File: src/rtl/ex_mem_stage.sv
// EX stage of a 5-stage MIPS-style pipeline: ALU, branch target, destination select,
// and a 32-iteration shift-add signed multiplier that stalls upstream and writes HI/LO.
module ex_mem_stage (
  input  logic         clk,
  input  logic         reset,
  input  logic [143:0] id_ex_bundle,
  output logic         stall,
  output logic [106:0] ex_mem_bundle,
  output logic [31:0]  hi_out,
  output logic [31:0]  lo_out
);

  typedef enum logic [1:0] {S_IDLE, S_BUSY, S_DONE} state_t;

  state_t              r_state, w_state_nxt;
  logic        [4:0]   r_cnt;
  logic        [106:0] r_ex_mem, w_ex_mem_nxt;
  logic        [31:0]  r_hi, r_lo;
  logic        [63:0]  r_mcand, r_prod;
  logic        [31:0]  r_mplier;
  logic                r_neg;
  logic                w_capture, w_hilo_load, w_is_mult;

  logic        [1:0]   w_wb;
  logic        [2:0]   w_m;
  logic                w_regdst, w_alusrc;
  logic        [1:0]   w_aluop;
  logic        [31:0]  w_npc, w_imm, w_bt, w_alu;
  logic signed [31:0]  w_rd1, w_rd2, w_op_a, w_op_b;
  logic        [4:0]   w_rt, w_dest;
  logic        [5:0]   w_funct;
  logic                w_unused_rsvd;
  logic        [63:0]  w_product;

  function automatic logic [31:0] mag32(input logic signed [31:0] v);
    mag32 = v[31] ? (~v + 32'd1) : v;
  endfunction

  function automatic logic [63:0] sign_fix(input logic [63:0] p, input logic neg);
    sign_fix = neg ? (~p + 64'd1) : p;
  endfunction

  assign w_wb          = id_ex_bundle[143:142];
  assign w_m           = id_ex_bundle[141:139];
  assign w_regdst      = id_ex_bundle[138];
  assign w_aluop       = id_ex_bundle[137:136];
  assign w_alusrc      = id_ex_bundle[135];
  assign w_npc         = id_ex_bundle[134:103];
  assign w_rd1         = id_ex_bundle[102:71];
  assign w_rd2         = id_ex_bundle[70:39];
  assign w_imm         = id_ex_bundle[38:7];
  assign w_rt          = id_ex_bundle[6:2];
  assign w_unused_rsvd = ^id_ex_bundle[1:0];
  assign w_funct       = w_imm[5:0];

  assign w_op_a = w_rd1;
  assign w_op_b = w_alusrc ? signed'(w_imm) : w_rd2;
  assign w_dest = w_regdst ? w_imm[15:11] : w_rt;
  assign w_bt   = w_npc + {w_imm[29:0], 2'b00};

  always_comb begin
    w_alu     = '0;
    w_is_mult = 1'b0;
    case (w_aluop)
      2'b00: w_alu = w_op_a + w_op_b;
      2'b01: w_alu = w_op_a - w_op_b;
      2'b11: w_alu = {31'd0, (w_op_a < w_op_b)};
      default: begin
        case (w_funct)
          6'h20:   w_alu = w_op_a + w_op_b;
          6'h22:   w_alu = w_op_a - w_op_b;
          6'h24:   w_alu = w_op_a & w_op_b;
          6'h25:   w_alu = w_op_a | w_op_b;
          6'h2A:   w_alu = {31'd0, (w_op_a < w_op_b)};
          6'h10:   w_alu = r_hi;
          6'h12:   w_alu = r_lo;
          6'h18:   w_is_mult = 1'b1;
          default: w_alu = '0;
        endcase
      end
    endcase
  end

  assign w_product = sign_fix(r_prod, r_neg);

  // Control: multiply sequencing, stall and next ex_mem contents
  always_comb begin
    w_state_nxt  = r_state;
    stall        = 1'b0;
    w_capture    = 1'b0;
    w_hilo_load  = 1'b0;
    w_ex_mem_nxt = {w_wb, w_m, w_bt, (w_alu == 32'd0), w_alu, w_rd2, w_dest};
    case (r_state)
      S_IDLE: begin
        if (w_is_mult) begin
          stall        = 1'b1;
          w_capture    = 1'b1;
          w_ex_mem_nxt = '0;
          w_state_nxt  = S_BUSY;
        end
      end
      S_BUSY: begin
        stall        = 1'b1;
        w_ex_mem_nxt = '0;
        if (r_cnt == 5'd31) w_state_nxt = S_DONE;
      end
      S_DONE: begin
        w_hilo_load  = 1'b1;
        w_ex_mem_nxt = {2'b00, 3'b000, w_bt, 1'b1, 32'd0, w_rd2, 5'd0};
        w_state_nxt  = S_IDLE;
      end
      default: w_state_nxt = S_IDLE;
    endcase
  end

  always_ff @(posedge clk or negedge reset) begin
    if (!reset) begin
      r_state  <= S_IDLE;
      r_cnt    <= '0;
      r_ex_mem <= '0;
      r_hi     <= '0;
      r_lo     <= '0;
    end else begin
      r_state  <= w_state_nxt;
      r_ex_mem <= w_ex_mem_nxt;
      if (w_capture)              r_cnt <= '0;
      else if (r_state == S_BUSY) r_cnt <= r_cnt + 5'd1;
      if (w_hilo_load) {r_hi, r_lo} <= w_product;
    end
  end

  // Multiplier datapath works on magnitudes; sign is restored when HI/LO load
  always_ff @(posedge clk) begin
    if (w_capture) begin
      r_mcand  <= {32'd0, mag32(w_rd1)};
      r_mplier <= mag32(w_rd2);
      r_prod   <= '0;
      r_neg    <= w_rd1[31] ^ w_rd2[31];
    end else if (r_state == S_BUSY) begin
      if (r_mplier[0]) r_prod <= r_prod + r_mcand;
      r_mcand  <= r_mcand << 1;
      r_mplier <= r_mplier >> 1;
    end
  end

  assign ex_mem_bundle = r_ex_mem;
  assign hi_out        = r_hi;
  assign lo_out        = r_lo;

endmodule

File: config.mk
export PLATFORM = sky130hd
export DESIGN_NAME = ex_mem_stage
export DESIGN_NICKNAME = d
export VERILOG_FILES = /design/src/rtl/ex_mem_stage.sv
export SDC_FILE = /design/constraint.sdc
export NUM_CORES = 1
export LEC_CHECK = 0
export CELL_PAD_IN_SITES_DETAIL_PLACEMENT = 2
export CELL_PAD_IN_SITES_GLOBAL_PLACEMENT = 2
export CORE_MARGIN = 2
export CORE_UTILIZATION = 34
export CTS_CLUSTER_DIAMETER = 120
export DETAILED_ROUTE_END_ITERATION = 8
export GPL_TIMING_DRIVEN = 0
export PLACE_DENSITY = 0.82
export SYNTH_ARGS = -nofsm -noshare
export SYNTH_HDL_FRONTEND = slang
export SYNTH_SLANG_ARGS = --single-unit
File: constraint.sdc
create_clock -name clk -period 4.4 [get_ports clk]
set_input_delay 0.44 -clock clk [delete_from_list [all_inputs] [get_ports clk]]
set_output_delay 0.44 -clock clk [all_outputs]
set_load 0.1 [all_outputs]
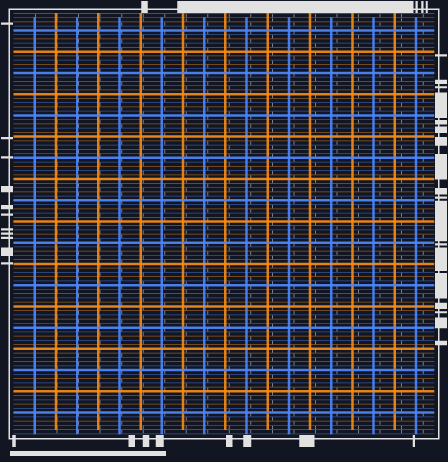
**Above:** run 1 (supply network).
Scale bar: 100 µm. Pins as bars on the die edge. Tap cells in grey.
| colour | net |
|---|---|
| orange | VDD |
| blue | VSS |
met4 straps: 19
tap cells: 959
VDD IR max: 0.000361 V
Die Height: 274 µm

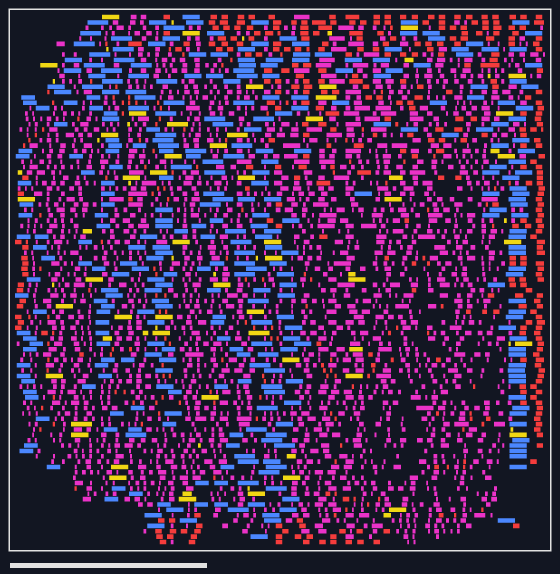
**Above:** run 1 (placement by cell class).
Scale bar: 100 µm.
| colour | class | cells |
|---|---|---|
| yellow | clock drivers and dummy loads | 80 |
| magenta | all other logic | 2495 |
| red | other buffers and delay cells | 492 |
| blue | flops | 339 |
FP Rows: 99
Seq/total area: 26.0%
core area: 72600 µm²
final design utilization: 44.2%

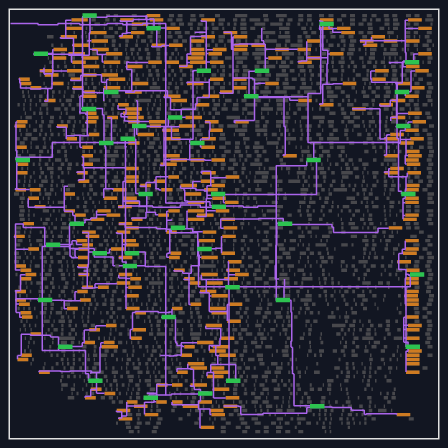
**Above:** run 1 (routed clock nets over the placement).
[orange] flip-flops | count: 339
[purple] clock wires | length: 5980 µm
[green] cells driving clock nets | count: 43
flops lie: all over the die
routed clock nets: 44
power share of the clock group: 22.7%
worst skew pair latency: 0.62 ns

==> flow_summary_export.csv, run 1 <==
group,metric,value,unit
global_route,top_usage_layer,"met2",
setup_path,critPathMaxFanout,7,
placed_design,dp_worst_setup_slack,-1.89,ns
run,drv_cap,0,
clocking,cts-resized-gates,101,
placed_design,place_congestion,0.971,
floorplan,die_w,274,µm
global_route,use_met3,3.95,%
clocking,post_cts_buffers,5,
global_route,grt_max_degree,113,
setup_path,cp.arrival,4.85,ns
synthesis,synth_cells,2997,
synthesis,yosys-stat-cells,2997,
synthesis,ys_sh_aoi,23.5,%
global_route,grt.total_usage,33.2,%
setup_path,end_kind,"flop",
setup_path,crit_type,"input port to flop",
pwr,power_frac_comb,49.4,%
placed_design,hpwl,102,mm
finish,final_common_cell,"nand2_1",
final_timing,rsz0062_at_grt,"yes",
drt,routed_wl,131,mm
final_timing,worst_slack,0.0426,ns
synthesis,ys.flops,339,
synthesis,synth.avg_cell_area,8.28,µm²
pwr,switching_power,8030,µW
synthesis,area_leaders,"dfrtp_1 18%, ha_1 9.9%, edfxtp_1 7.9%",
pwr,p_per_area,532,nW/µm²
final_timing,max_freq,229,MHz
synthesis,async_flop_share,52.5,%
clocking,tritoncts,"done",
global_route,grt_remaining_overflow,0,
synthesis,synth.cellmix.xorXnorShare,7.69,%
pwr,p_leak,0.0135,µW
synthesis,synth_nets,3344,
pwr,p_int,9040,µW
outcome,run_status,"completed",
setup_path,path_cells,"clkdlybuf4s50_1, mux2i_4, buf_12, inv_1, ha_1, a21o_1, a21o_1, a21o_1, a21o_1, a21oi_1, o31a_1, nor2_1, a211o_1, a22oi_2, nand4_1, or4_1, o41ai_2",
synthesis,synthesis.area,24800,µm²
drt,avgRoutedWirePerCell,29.9,µm
final_timing,setup_viol,0,
global_route,grt_pass1_wl,186,mm
setup_path,worstPathRequired,4.90,ns
pwr,power_leader,"combinational logic",
drt,via_per_inst,5.93,
pwr,pwr-share-seq,27.9,%
setup_path,worst_path_max_delay_cell,"clkdlybuf4s50_1",
final_timing,clock_skew,0.0317,ns
placed_design,io_buffers,311,
setup_path,cp_slowest_stage_delay,0.64,ns
pwr,swShare,47.1,%
synthesis,ff_type,"dfrtp_1",
setup_path,start_kind,"input port",
synthesis,synth_cell_type_count,85,
drt,drt_iter0_drc,1841,
finish,syn_to_final_growth,29.1,%
clocking,clockBufferDepth,3,
clocking,htreeDepth,2,
drt,antenna_left,0,
[run 1: area by class of cell]
| cell class | count | area (µm²) |
|---|---|---|
| antenna | 12 | 30.0 |
| buffer | 152 | 643 |
| clock buffer | 58 | 1210 |
| clock inverter | 22 | 283 |
| fill | 8015 | 40500 |
| inverter | 145 | 544 |
| multi-input combinational | 2350 | 16300 |
| sequential | 339 | 8340 |
| tap | 959 | 1200 |
| timing repair buffer | 340 | 3520 |
[run 1: worst paths after layout]
kind                                   from  cells past startpoint                 to  slack, ns
min                        id_ex_bundle[39]                      3   ex_mem_bundle[5]       0.18
max in group asynchronous             reset                      3         lo_out[29]       2.96
min reg2reg                     r_mcand[44]                      2        r_mcand[45]       0.48
min in group asynchronous             reset                      2  ex_mem_bundle[84]       0.37
max                        id_ex_bundle[59]                     17  ex_mem_bundle[69]       0.04
max reg2reg                       r_prod[6]                     12         hi_out[31]       0.04
[run 1: metrics by stage]
step | total power (µW) | std cells | cell area [µm²]
after floorplan | 10100 | 2997 | 24800
after global placement | 12300 | 4267 | 29200
after detailed placement | 12700 | 4270 | 29200
after CTS | 16800 | 4351 | 31200
after global routing | 18000 | 4373 | 32100
final | 17100 | 4377 | 32100
[run 1: registers in the layout, indices dropped and copies added, names as in the netlist]
register / flops
hi_out: 32
r_cnt: 5
r_mcand: 64
r_neg: 1
lo_out: 32
r_mplier: 32
r_prod: 64
r_state: 2
ex_mem_bundle: 107
[run 1: metal layers]
layer  routed length [µm]  vias up
li1                     -    11500
met5                   23        -
met4                 6780        4
met2                62600      839
met3                 6390      242
met1                54900    13400
**Run 1: metal layers overlaid**

Scale bar: 100 µm. Only two layers are drawn.
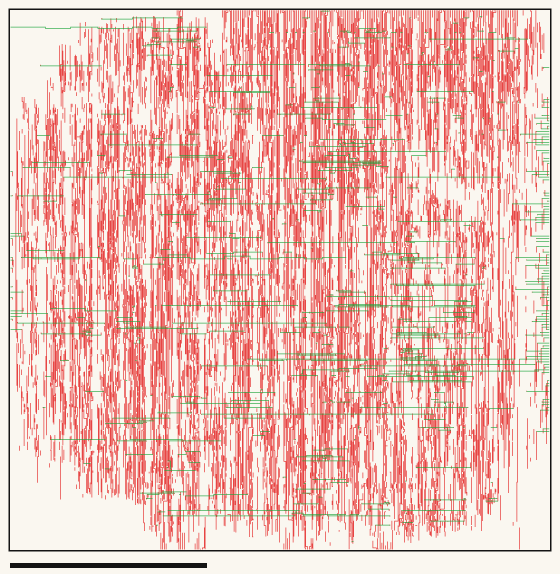

==> run 2: changes to the inputs <==
--- a/config.mk
+++ b/config.mk
@@ -5,13 +5,15 @@
 export SDC_FILE = /design/constraint.sdc
 export NUM_CORES = 1
 export LEC_CHECK = 0
+export ABC_CLOCK_PERIOD_IN_PS = 4400
 export CELL_PAD_IN_SITES_DETAIL_PLACEMENT = 2
 export CELL_PAD_IN_SITES_GLOBAL_PLACEMENT = 2
-export CORE_MARGIN = 2
+export CORE_MARGIN = 5
 export CORE_UTILIZATION = 34
 export CTS_CLUSTER_DIAMETER = 120
 export DETAILED_ROUTE_END_ITERATION = 8
 export GPL_TIMING_DRIVEN = 0
+export MAX_ROUTING_LAYER = met4
 export PLACE_DENSITY = 0.82
 export SYNTH_ARGS = -nofsm -noshare
 export SYNTH_HDL_FRONTEND = slang
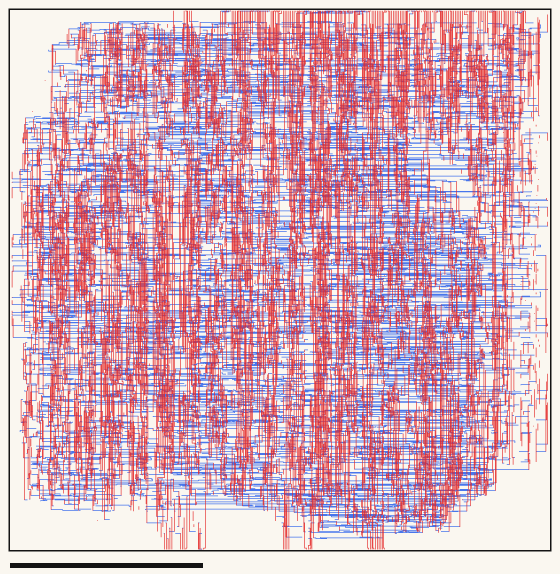
**Above:** run 2 (metal layers overlaid).
Scale bar: 100 µm. Only two layers are drawn.
| colour | layer | wire length |
|---|---|---|
| red | met2 | 61.8 mm |
| blue | met1 | 55.7 mm |
Overall Global Routing Usage: 32.4%
vias post-DR: 25900
WL final: 130 mm
post-DR wirelength/cell: 29.7 µm

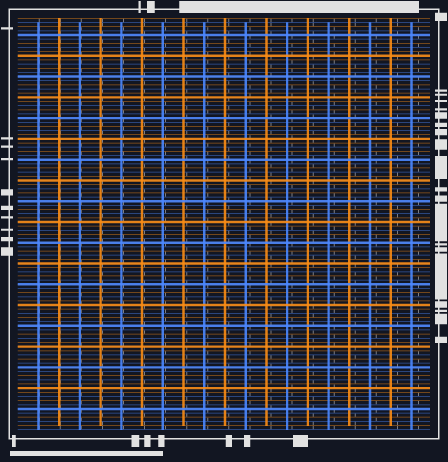
**Above:** run 2 (supply network).
Scale bar: 100 µm. Pins as bars on the die edge. Tap cells in grey.
| colour | net |
|---|---|
| orange | VDD |
| blue | VSS |
met5 straps: 19
rows: 99
die width: 280 µm
VDD IR max: 0.000466 V

==> flow_summary_export.csv, run 2 <==
group,metric,value,unit
run,warnings,101,
drt,antenna_left,0,
synthesis,yosys-stat-cells,2997,
clocking,clockBufferDepth,3,
synthesis,synth_cell_type_count,85,
synthesis,async_flop_share,52.5,%
setup_path,reg2reg_to,"hi_out[27]",
drt,drt_iter0_drc,1736,
floorplan,rows,99,
global_route,grt_remaining_overflow,0,
pwr,p_per_area,536,nW/µm²
setup_path,end_kind,"flop",
finish,syn_to_final_growth,26.9,%
min_path,min_delay_path_depth,3,
setup_path,start_kind,"input port",
setup_path,critPathMaxFanout,5,
clocking,tritoncts,"done",
finish,logic_area,16000,µm²
synthesis,yosysMostFrequentCell,"nand2_1",
outcome,run_status,"finished, violations left",
setup_path,crit_end,"ex_mem_bundle[69]",
final_timing,clock_skew,0.0389,ns
finish,final-clk-cell-share,4.65,%
clocking,post_cts_buffers,5,
min_path,worstHoldStart,"id_ex_bundle[138]",
clocking,cts-resized-gates,104,
synthesis,synth.avg_cell_area,8.28,µm²
global_route,grt_max_degree,109,
final_timing,worst_slack,-0.0858,ns
synthesis,synth_nets,3344,
finish,final_layout_top_logic_cells,"375 x nand2_1, 295 x clkdlybuf4s50_1, 293 x a21oi_1",
synthesis,ff_type,"dfrtp_1",
synthesis,synthesis.area,24800,µm²
finish,nFlopsAndLatches,339,
synthesis,synth_cells,2997,
setup_path,worstPathRequired,4.90,ns
final_timing,worst_slew_pin_slew,1.29,ns
finish,final_common_cell,"nand2_1",
finish,layout.nonclk_buf_share,12.5,%
finish,n_all_inverters,145,
floorplan,taps,959,
finish,ff_latch_area,8330,µm²
synthesis,edf_count,65,
final_timing,timing.final.crit_share,102,%
final_timing,setup_viol,1,
final_timing,max_freq,223,MHz
setup_path,rr_worst_depth,12,
run,drv_cap,0,
finish,area_dominant_class,"combinational gates",
synthesis,ys_area,24800,µm²
synthesis,area_leaders,"dfrtp_1 18%, ha_1 9.9%, edfxtp_1 7.9%",
clocking,clkSlewWorstSetupHoldPaths,0.06,ns
clocking,clk_latency,0.63,ns
placed_design,place_congestion,0.975,
finish,sh_comb_area,50.7,%
setup_path,crit_start,"id_ex_bundle[51]",
finish,largest_register_ffs,107,
clocking,htreeDepth,2,
setup_path,cp.arrival,4.98,ns
finish,logic_gate_count,2350,
global_route,grt_pass1_wl,187,mm
setup_path,r2r_slack,0.06,ns
synthesis,largest_area_cell,"dfrtp_1",
setup_path,r2r_start,"r_prod[15]",
final_timing,rsz0062_at_grt,"yes",
finish,n_antenna_cell,10,
placed_design,dp.cells,4270,
pwr,p_leak,0.0131,µW
drt,via_per_inst,5.92,
placed_design,io_buffers,311,
outcome,violations,"setup timing",
finish,nClkBuffers,66,
finish,finalNonFillerCells,4370,
drt,dr.pass1.iters,6,
min_path,holdPathEnd,"ex_mem_bundle[4]",
finish,non_clock_buffer_count,485,
floorplan,pin_count,318,
synthesis,ys.flops,339,
final_timing,finalSetupTns,-0.0858,ns
placed_design,hpwl,103,mm
finish,fillCellCount,7968,
setup_path,crit_type,"input port to flop",
clocking,clock-sinks,339,
floorplan,fp_util,34.1,%
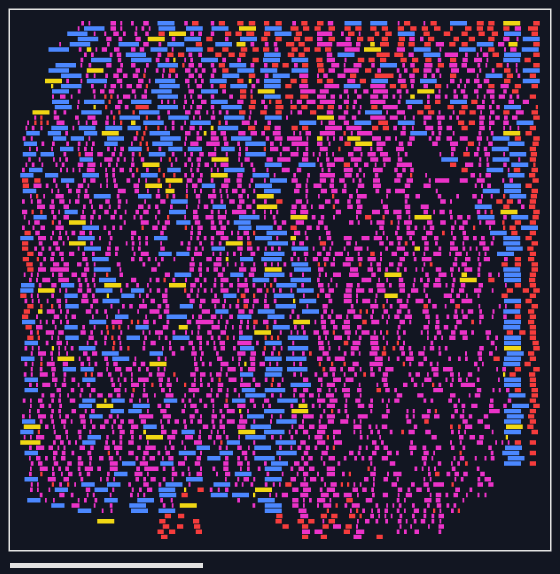
**Above:** run 2 (placement by cell class).
Scale bar: 100 µm.
| colour | class | cells |
|---|---|---|
| blue | flops | 339 |
| yellow | clock drivers and dummy loads | 82 |
| magenta | all other logic | 2495 |
| red | other buffers and delay cells | 485 |
Seq/total area: 26.5%
core area: 72700 µm²
Final Instance Area: 31500 µm²
final design utilization: 43.3%

## run 2: cell counts after synthesis
No cell type changed its count.
## run 2: cell families (layout without fill, tap and decap cells)
logic type / Yosys count / in the layout / synth area share [%]
and+or+nand+nor: 967 / 967 / 18.4
xor gates and xnor gates: 218 / 218 / 7.69
muxes: 48 / 48 / 1.95
adders and majority gates: 201 / 201 / 10.2
other: 0 / 10 / 0
DFF: 339 / 339 / 33.5
AOI/OAI and AO/OA: 916 / 916 / 23.5
buffers and inverters: 308 / 712 / 4.66
## run 2: critical path: stages
cell and delay, ns:
clkdlybuf4s50_1 0.63, mux2i_1 0.68, ha_1 0.43, a22oi_1 0.18, a22o_1 0.17, a2bb2oi_1 0.23
a31oi_1 0.16, a311o_1 0.47, a21o_1 0.23, a221o_1 0.34, a22oi_1 0.26, nand4_1 0.12
or4_1 0.42, o41ai_2 0.21
## run 2: power by group
group | leakage (µW) | total, µW | switching [µW] | internal [µW]
Clock | 0.000713 | 3770 | 1610 | 2160
Sequential | 0.00368 | 4740 | 827 | 3910
Combinational | 0.00873 | 8370 | 5550 | 2820
Total | 0.0131 | 16900 | 7990 | 8890
## run 2: metal layers
metal  routed length (µm)  up-vias  GRT usage, %  part of all wire, %
met5                    0        -             -                    0
met4                 6740        0          15.1                  5.2
met2                61800      755          52.7                   48
li1                     -    11500             -                    -
met1                55700    13400          41.0                   43
met3                 5770      253          3.01                  4.4
## run 2: metrics by stage
stage | hold WS [ns] | total power, µW | cell area [µm²] | setup slack, ns
after CTS | 0.298 | 16800 | 31100 | -0.163
after floorplan | 0.144 | 10100 | 24800 | 0.0742
after detailed placement | 0.441 | 12800 | 29200 | -1.75
final | 0.326 | 16900 | 31500 | -0.0858
after global routing | 0.323 | 17800 | 31500 | -0.137
after global placement | 0.463 | 12400 | 29200 | -4.91
Power and IR drop assume default switching activity.
